cell_classes.png
Scale: 2 px per um.
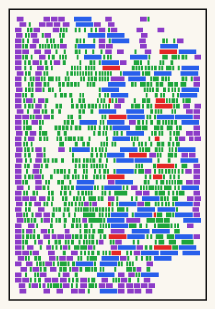
clock_map.png
Scale: 3 px per um.
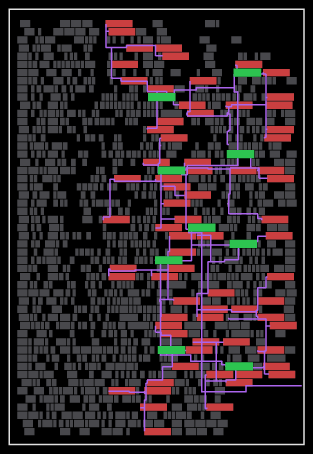
final_clocks.png
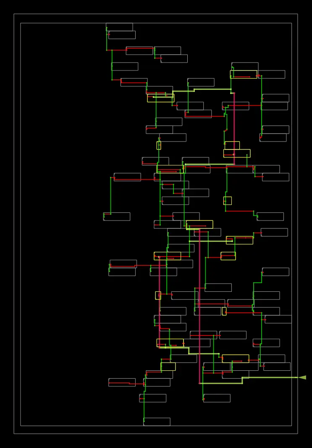
port_nets.png
Scale: 3 px per um.
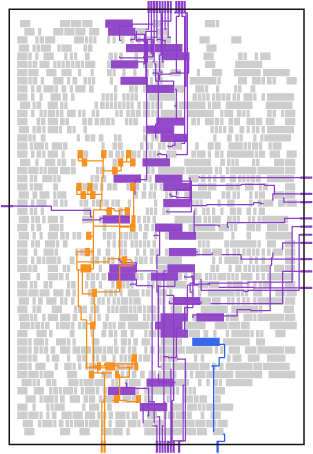
met3.png
Scale: 2 px per um. Cells faint in the background.
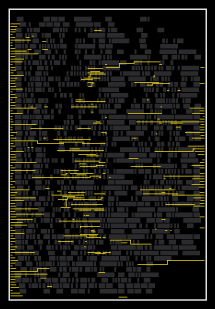
<file path="src/rtl/wb_select_stage_if.sv">
// Writeback-stage bus: instruction-side inputs from the previous stage and
// registered results headed for the register file.
interface wb_select_stage_if #(
    parameter int WIDTH = 32,
    parameter int NSRC  = 4,
    parameter int SELW  = 2,
    parameter int REGW  = 5,
    parameter int CNTW  = 32
);
    logic                   ValidIn;
    logic                   Stall;
    logic                   Flush;
    logic [SELW-1:0]        WBSel;
    logic [NSRC*WIDTH-1:0]  SrcData;
    logic [2:0]             LoadType;
    logic [1:0]             ByteOffset;
    logic                   RegWriteIn;
    logic [REGW-1:0]        WriteRegIn;

    logic [WIDTH-1:0]       WriteData;
    logic [REGW-1:0]        WriteReg;
    logic                   RegWrite;
    logic                   ValidOut;
    logic                   AlignErr;
    logic [CNTW-1:0]        RetireCount;

    modport master (
        output ValidIn, Stall, Flush, WBSel, SrcData, LoadType, ByteOffset,
               RegWriteIn, WriteRegIn,
        input  WriteData, WriteReg, RegWrite, ValidOut, AlignErr, RetireCount
    );

    modport slave (
        input  ValidIn, Stall, Flush, WBSel, SrcData, LoadType, ByteOffset,
               RegWriteIn, WriteRegIn,
        output WriteData, WriteReg, RegWrite, ValidOut, AlignErr, RetireCount
    );
endinterface

</file>
<file path="src/rtl/wb_select_stage.sv">
// Registered writeback stage: source select, load lane extraction with sign/zero
// extension, alignment check, and a retired-write counter.
module wb_select_stage #(
    parameter int WIDTH   = 32,
    parameter int NSRC    = 4,
    parameter int SELW    = 2,
    parameter int MEM_IDX = 1,
    parameter int REGW    = 5,
    parameter int CNTW    = 32
) (
    input  logic              clock,
    input  logic              reset,
    wb_select_stage_if.slave  bus
);
    localparam int              NSLOT  = 1 << SELW;
    localparam logic [SELW-1:0] MEMSEL = SELW'(MEM_IDX);

    // Every select code maps to a slot; codes past NSRC read as zero.
    logic [WIDTH-1:0] srcSlot [NSLOT];

    genvar gi;
    generate
        for (gi = 0; gi < NSLOT; gi++) begin : gSlot
            if (gi < NSRC) begin : gLive
                assign srcSlot[gi] = bus.SrcData[gi*WIDTH +: WIDTH];
            end else begin : gZero
                assign srcSlot[gi] = '0;
            end
        end
    endgenerate

    logic [WIDTH-1:0] selData;
    logic [WIDTH-1:0] dataNext;
    logic [7:0]       byteLane;
    logic [15:0]      halfLane;
    logic             isMem;
    logic             isByte;
    logic             isHalf;
    logic             isSigned;
    logic             misaligned;
    logic             regWriteNext;

    always_comb begin
        selData  = srcSlot[bus.WBSel];
        isMem    = (bus.WBSel == MEMSEL);
        isByte   = (bus.LoadType == 3'd1) || (bus.LoadType == 3'd2);
        isHalf   = (bus.LoadType == 3'd3) || (bus.LoadType == 3'd4);
        isSigned = (bus.LoadType == 3'd1) || (bus.LoadType == 3'd3);
        byteLane = selData[8*bus.ByteOffset +: 8];
        halfLane = selData[16*bus.ByteOffset[1] +: 16];

        dataNext   = selData;
        misaligned = 1'b0;
        if (isMem) begin
            if (isByte) begin
                dataNext = {{(WIDTH-8){isSigned & byteLane[7]}}, byteLane};
            end else if (isHalf) begin
                dataNext   = {{(WIDTH-16){isSigned & halfLane[15]}}, halfLane};
                misaligned = bus.ByteOffset[0];
            end else begin
                misaligned = (bus.ByteOffset != 2'd0);
            end
        end

        // $0 is hardwired; never emit a write to it.
        regWriteNext = bus.ValidIn & bus.RegWriteIn & ~misaligned
                     & (bus.WriteRegIn != '0);
    end

    logic [WIDTH-1:0] writeDataReg;
    logic [REGW-1:0]  writeRegReg;
    logic             regWriteReg;
    logic             validOutReg;
    logic             alignErrReg;
    logic [CNTW-1:0]  retireCountReg;

    always_ff @(posedge clock or posedge reset) begin
        if (reset) begin
            writeDataReg   <= '0;
            writeRegReg    <= '0;
            regWriteReg    <= 1'b0;
            validOutReg    <= 1'b0;
            alignErrReg    <= 1'b0;
            retireCountReg <= '0;
        end else if (bus.Flush) begin
            // Squash control only; data/destination keep their last value.
            validOutReg <= 1'b0;
            regWriteReg <= 1'b0;
            alignErrReg <= 1'b0;
        end else if (!bus.Stall) begin
            validOutReg  <= bus.ValidIn;
            writeDataReg <= dataNext;
            writeRegReg  <= bus.WriteRegIn;
            regWriteReg  <= regWriteNext;
            alignErrReg  <= bus.ValidIn & misaligned;
            if (regWriteNext) begin
                retireCountReg <= retireCountReg + CNTW'(1);
            end
        end
    end

    assign bus.WriteData   = writeDataReg;
    assign bus.WriteReg    = writeRegReg;
    assign bus.RegWrite    = regWriteReg;
    assign bus.ValidOut    = validOutReg;
    assign bus.AlignErr    = alignErrReg;
    assign bus.RetireCount = retireCountReg;

endmodule
</file>
<file path="src/flat_wrapper.sv">
// flat-port wrapper written by rule: the top's interface ports become plain ports
module wb_select_stage_flat 
#(
    parameter int WIDTH   = 32,
    parameter int NSRC    = 4,
    parameter int SELW    = 2,
    parameter int MEM_IDX = 1,
    parameter int REGW    = 5,
    parameter int CNTW    = 32
)
  (clock, reset, bus_ValidIn, bus_Stall, bus_Flush, bus_WBSel, bus_SrcData, bus_LoadType, bus_ByteOffset, bus_RegWriteIn, bus_WriteRegIn, bus_WriteData, bus_WriteReg, bus_RegWrite, bus_ValidOut, bus_AlignErr, bus_RetireCount);
  wb_select_stage_if #(.WIDTH(WIDTH), .NSRC(NSRC), .SELW(SELW), .REGW(REGW), .CNTW(CNTW)) bus_i ();
  input  logic clock;
  input  logic reset;
  input wire logic [$bits(bus_i.ValidIn)-1:0] bus_ValidIn;
  input wire logic [$bits(bus_i.Stall)-1:0] bus_Stall;
  input wire logic [$bits(bus_i.Flush)-1:0] bus_Flush;
  input wire logic [$bits(bus_i.WBSel)-1:0] bus_WBSel;
  input wire logic [$bits(bus_i.SrcData)-1:0] bus_SrcData;
  input wire logic [$bits(bus_i.LoadType)-1:0] bus_LoadType;
  input wire logic [$bits(bus_i.ByteOffset)-1:0] bus_ByteOffset;
  input wire logic [$bits(bus_i.RegWriteIn)-1:0] bus_RegWriteIn;
  input wire logic [$bits(bus_i.WriteRegIn)-1:0] bus_WriteRegIn;
  output wire logic [$bits(bus_i.WriteData)-1:0] bus_WriteData;
  output wire logic [$bits(bus_i.WriteReg)-1:0] bus_WriteReg;
  output wire logic [$bits(bus_i.RegWrite)-1:0] bus_RegWrite;
  output wire logic [$bits(bus_i.ValidOut)-1:0] bus_ValidOut;
  output wire logic [$bits(bus_i.AlignErr)-1:0] bus_AlignErr;
  output wire logic [$bits(bus_i.RetireCount)-1:0] bus_RetireCount;
  assign bus_i.ValidIn = bus_ValidIn;
  assign bus_i.Stall = bus_Stall;
  assign bus_i.Flush = bus_Flush;
  assign bus_i.WBSel = bus_WBSel;
  assign bus_i.SrcData = bus_SrcData;
  assign bus_i.LoadType = bus_LoadType;
  assign bus_i.ByteOffset = bus_ByteOffset;
  assign bus_i.RegWriteIn = bus_RegWriteIn;
  assign bus_i.WriteRegIn = bus_WriteRegIn;
  assign bus_WriteData = bus_i.WriteData;
  assign bus_WriteReg = bus_i.WriteReg;
  assign bus_RegWrite = bus_i.RegWrite;
  assign bus_ValidOut = bus_i.ValidOut;
  assign bus_AlignErr = bus_i.AlignErr;
  assign bus_RetireCount = bus_i.RetireCount;
  wb_select_stage #(.WIDTH(WIDTH), .NSRC(NSRC), .SELW(SELW), .MEM_IDX(MEM_IDX), .REGW(REGW), .CNTW(CNTW)) u_core (.clock(clock), .reset(reset), .bus(bus_i));
endmodule
</file>
<file path="config.mk">
export PLATFORM = sky130hd
export DESIGN_NAME = wb_select_stage_flat
export DESIGN_NICKNAME = d
export VERILOG_FILES = /design/src/rtl/wb_select_stage_if.sv /design/src/rtl/wb_select_stage.sv /design/src/flat_wrapper.sv
export SDC_FILE = /design/constraint.sdc
export NUM_CORES = 1
export LEC_CHECK = 0
export ABC_AREA = 1
export CORE_ASPECT_RATIO = 1.5
export CORE_MARGIN = 2
export CORE_UTILIZATION = 45
export DETAILED_ROUTE_END_ITERATION = 10
export PLACE_DENSITY = 0.81
export SLEW_MARGIN = 0
export SYNTH_ARGS = -nofsm -noshare
export SYNTH_HDL_FRONTEND = slang
export SYNTH_SLANG_ARGS = --single-unit
</file>
<file path="constraint.sdc">
create_clock -name clock -period 2.8 [get_ports clock]
set_input_delay 0.56 -clock clock [delete_from_list [all_inputs] [get_ports clock]]
set_output_delay 0.56 -clock clock [all_outputs]
set_load 0.005 [all_outputs]
</file>
==> impl_metrics.ini <==
; flow metrics
[status]
status = complete, no violations

[power]
p_clk_share_pct = 29.4
p_switching_mw = 1.198
power_frac_seq_pct = 36.5
finalPower_mw = 3.726
p_seq_mw = 1.36
p_sw_share_pct = 32.16

[worst_setup_path]
cp_common_cell = nand2_1
crit_chain = clkdlybuf4s50_1 -> inv_2 -> buf_4 -> nand3_1 -> nand2_1 -> nand2_1 -> nand3_1 -> nand2_1 -> inv_1 -> nand2_1 -> nand3_1 -> nand2_1
crit_path_start_kind = input pin
worst_path_dominant_cell_family = buffers and inverters
max_stage_delay_ps = 610

[logic_synthesis]
avgSynthCellArea_um2 = 6.224
ys.flops = 72
edf_count = 0
async_reset_ff_share_pct = 100.0

[sta]
setup_viol = 0
hold_viol = 0

[job]
openroad.warnings = 26
maxCapViolations = 0

[detailed_routing]
drt_iter0_drc = 445
drc_errors = 0
firstDrtPassIters = 7
wl_met1_um = 7083
wl_per_cell_um = 14.95
ant_nets = 0

[layout]
inverters = 60
fin_cells = 1312
finalCoreUtilization_pct = 64.83
nets = 1295
comb_area_share_pct = 42.34
num_antenna_cells = 0
area_delta_synth_final_pct = 41.57

[clock_network]
cts_tree = done

[placed_design]
place_congestion = 0.9340

[floorplan]
coreArea_mm2 = 0.01295

[global_route]
grt_max_degree = 57
busiest_layer = met2
About cell_classes.png:
legend:
  other buffers and delay cells:
    color: purple
    cells: 233
    share_of_their_area: 28%
  all other logic:
    color: green
    cells: 832
    share_of_their_area: 46%
  flip-flops:
    color: blue
    cells: 72
    share_of_their_area: 22%
  clock drivers and dummy loads:
    color: red
    cells: 16
    share_of_their_area: 3.5%
post-route cell area: 0.008398 mm2
Rows: 51
Seq/total area: 21.45%

About clock_map.png:
legend:
  cells driving clock nets:
    color: green
    count: 9
  clock wires:
    color: purple
    length: 985 um
  flip-flops:
    color: red
    count: 72
routed clock nets: 10

About final_clocks.png:
Flop Count: 72
CLK BUF: 14
TritonCTS Sinks: 72
Latency at later pin: 340 ps

About port_nets.png:
legend:
  bus_AlignErr:
    color: blue
    bits: 1
    direction: output
    edge: bottom
    end_cells: 1
    buffers: 1
    wire: 41.2 um
  bus_WriteData:
    color: purple
    bits: 32
    direction: output
    edge: 13 top, 10 right, 8 bottom, 1 left
    end_cells: 32
    buffers: 32
    wire: 1,510 um
  bus_ByteOffset:
    color: orange
    bits: 2
    direction: input
    edge: bottom
    end_cells: 32
    buffers: 4
    wire: 386 um
Boundary Pins: 218
port bufs: 217

About met3.png:
wire length on this layer: 1,390 um
main direction: horizontal
longest straight run: 33.8 um
nets with wire on the layer: 200
share of all routed wire: 7.1%
drt total wl: 19,620 um
vias: 6,763
M3 GR Usage: 4.302%

[logic make-up (layout without fill, tap and decap cells)]
kind of cell    count (synthesis)  in the layout  synth area share, %
fa+ha+maj                       1              1               0.2109
buf+inv                       109            309                9.681
compound gates                 89             89                8.332
flops                          72             72                30.37
xor+xnor                       30             30                4.430
simple gates                  652            652                46.97
[worst paths after layout]
| check | start | to | slack, ps | cells past startpoint |
|---|---|---|---|---|
| min in group asynchronous | reset | u_core.bus.RetireCount[26]$_DFFE_PP0P_ | 590 | 2 |
| max | bus_WBSel[1] | u_core.bus.WriteData[12]$_DFFE_PP0P_ | 530 | 12 |
| max reg2reg | u_core.bus.RetireCount[1]$_DFFE_PP0P_ | u_core.bus.RetireCount[30]$_DFFE_PP0P_ | 930 | 9 |
| min reg2reg | u_core.bus.WriteReg[4]$_DFFE_PP0P_ | u_core.bus.WriteReg[4]$_DFFE_PP0P_ | 470 | 2 |
| max in group asynchronous | reset | u_core.bus.RetireCount[3]$_DFFE_PP0P_ | 1600 | 3 |
| min | u_core.bus.WriteReg[4]$_DFFE_PP0P_ | u_core.bus.WriteReg[4]$_DFFE_PP0P_ | 470 | 2 |
[cell usage in the layout (no fill, tap or decap)]
master / instances
a21boi_4: 1
nand4_1: 8
clkbuf_8: 3
clkbuf_16: 9
a21oi_1: 33
o21ai_2: 5
clkinvlp_4: 1
nor2_1: 44
clkinv_2: 1
buf_12: 3
and2_1: 1
nand2_2: 4
inv_1: 48
clkbuf_1: 2
nand3_1: 97
o211ai_1: 2
o21ai_0: 30
nor4_1: 1
o21ai_1: 15
clkinv_1: 1
nand3_2: 3
nor2_2: 3
nor3_1: 20
nor2_4: 6
nor3_2: 1
inv_2: 10
a21oi_2: 3
nor2_8: 1
buf_4: 13
xnor2_1: 3
ha_1: 1
nand2_4: 3
nand2_1: 457
clkinv_4: 1
nand3_4: 3
clkdlybuf4s50_1: 216
buf_2: 1
xor2_1: 27
dfrtp_1: 72
[flip-flops by register name (all words and copies together) (netlist names)]
register	count
u_core.bus.AlignErr	1
u_core.bus.ValidOut	1
u_core.bus.WriteData	32
u_core.bus.WriteReg	5
u_core.bus.RegWrite	1
u_core.bus.RetireCount	32
[Yosys cell counts (2+ instances only)]
cell,n,area (um2)
buf_2,14,70.07
xor2_1,27,236.5
nand2_4,3,33.78
nor2_1,44,165.2
nand2_2,4,25.02
o21ai_0,30,150.1
buf_6,15,168.9
inv_1,49,183.9
nand4_1,8,50.05
o21ai_1,15,75.07
nor2_2,3,18.77
dfrtp_1,72,1802
buf_4,8,60.06
clkbuf_1,11,41.29
nand3_1,97,485.5
nand3_2,3,30.03
nand3_4,3,52.55
o21ai_2,5,43.79
nor2_4,6,67.56
a21oi_2,3,26.28
nand2_1,457,1715
nor3_1,20,100.1
inv_2,9,33.78
a21oi_1,33,165.2
o211ai_1,2,15.01
xnor2_1,3,26.28
[stage by stage]
| stage | setup WS, ps | area (um2) |
|---|---|---|
| 2_1_floorplan | 415.1 | 5932 |
| 3_3_place_gp | 257.9 | 8112 |
| 3_5_place_dp | 216.9 | 8112 |
| 5_1_grt | 331.3 | 8398 |
| 4_1_cts | 572.2 | 8398 |
| 6_report | 527.6 | 8398 |
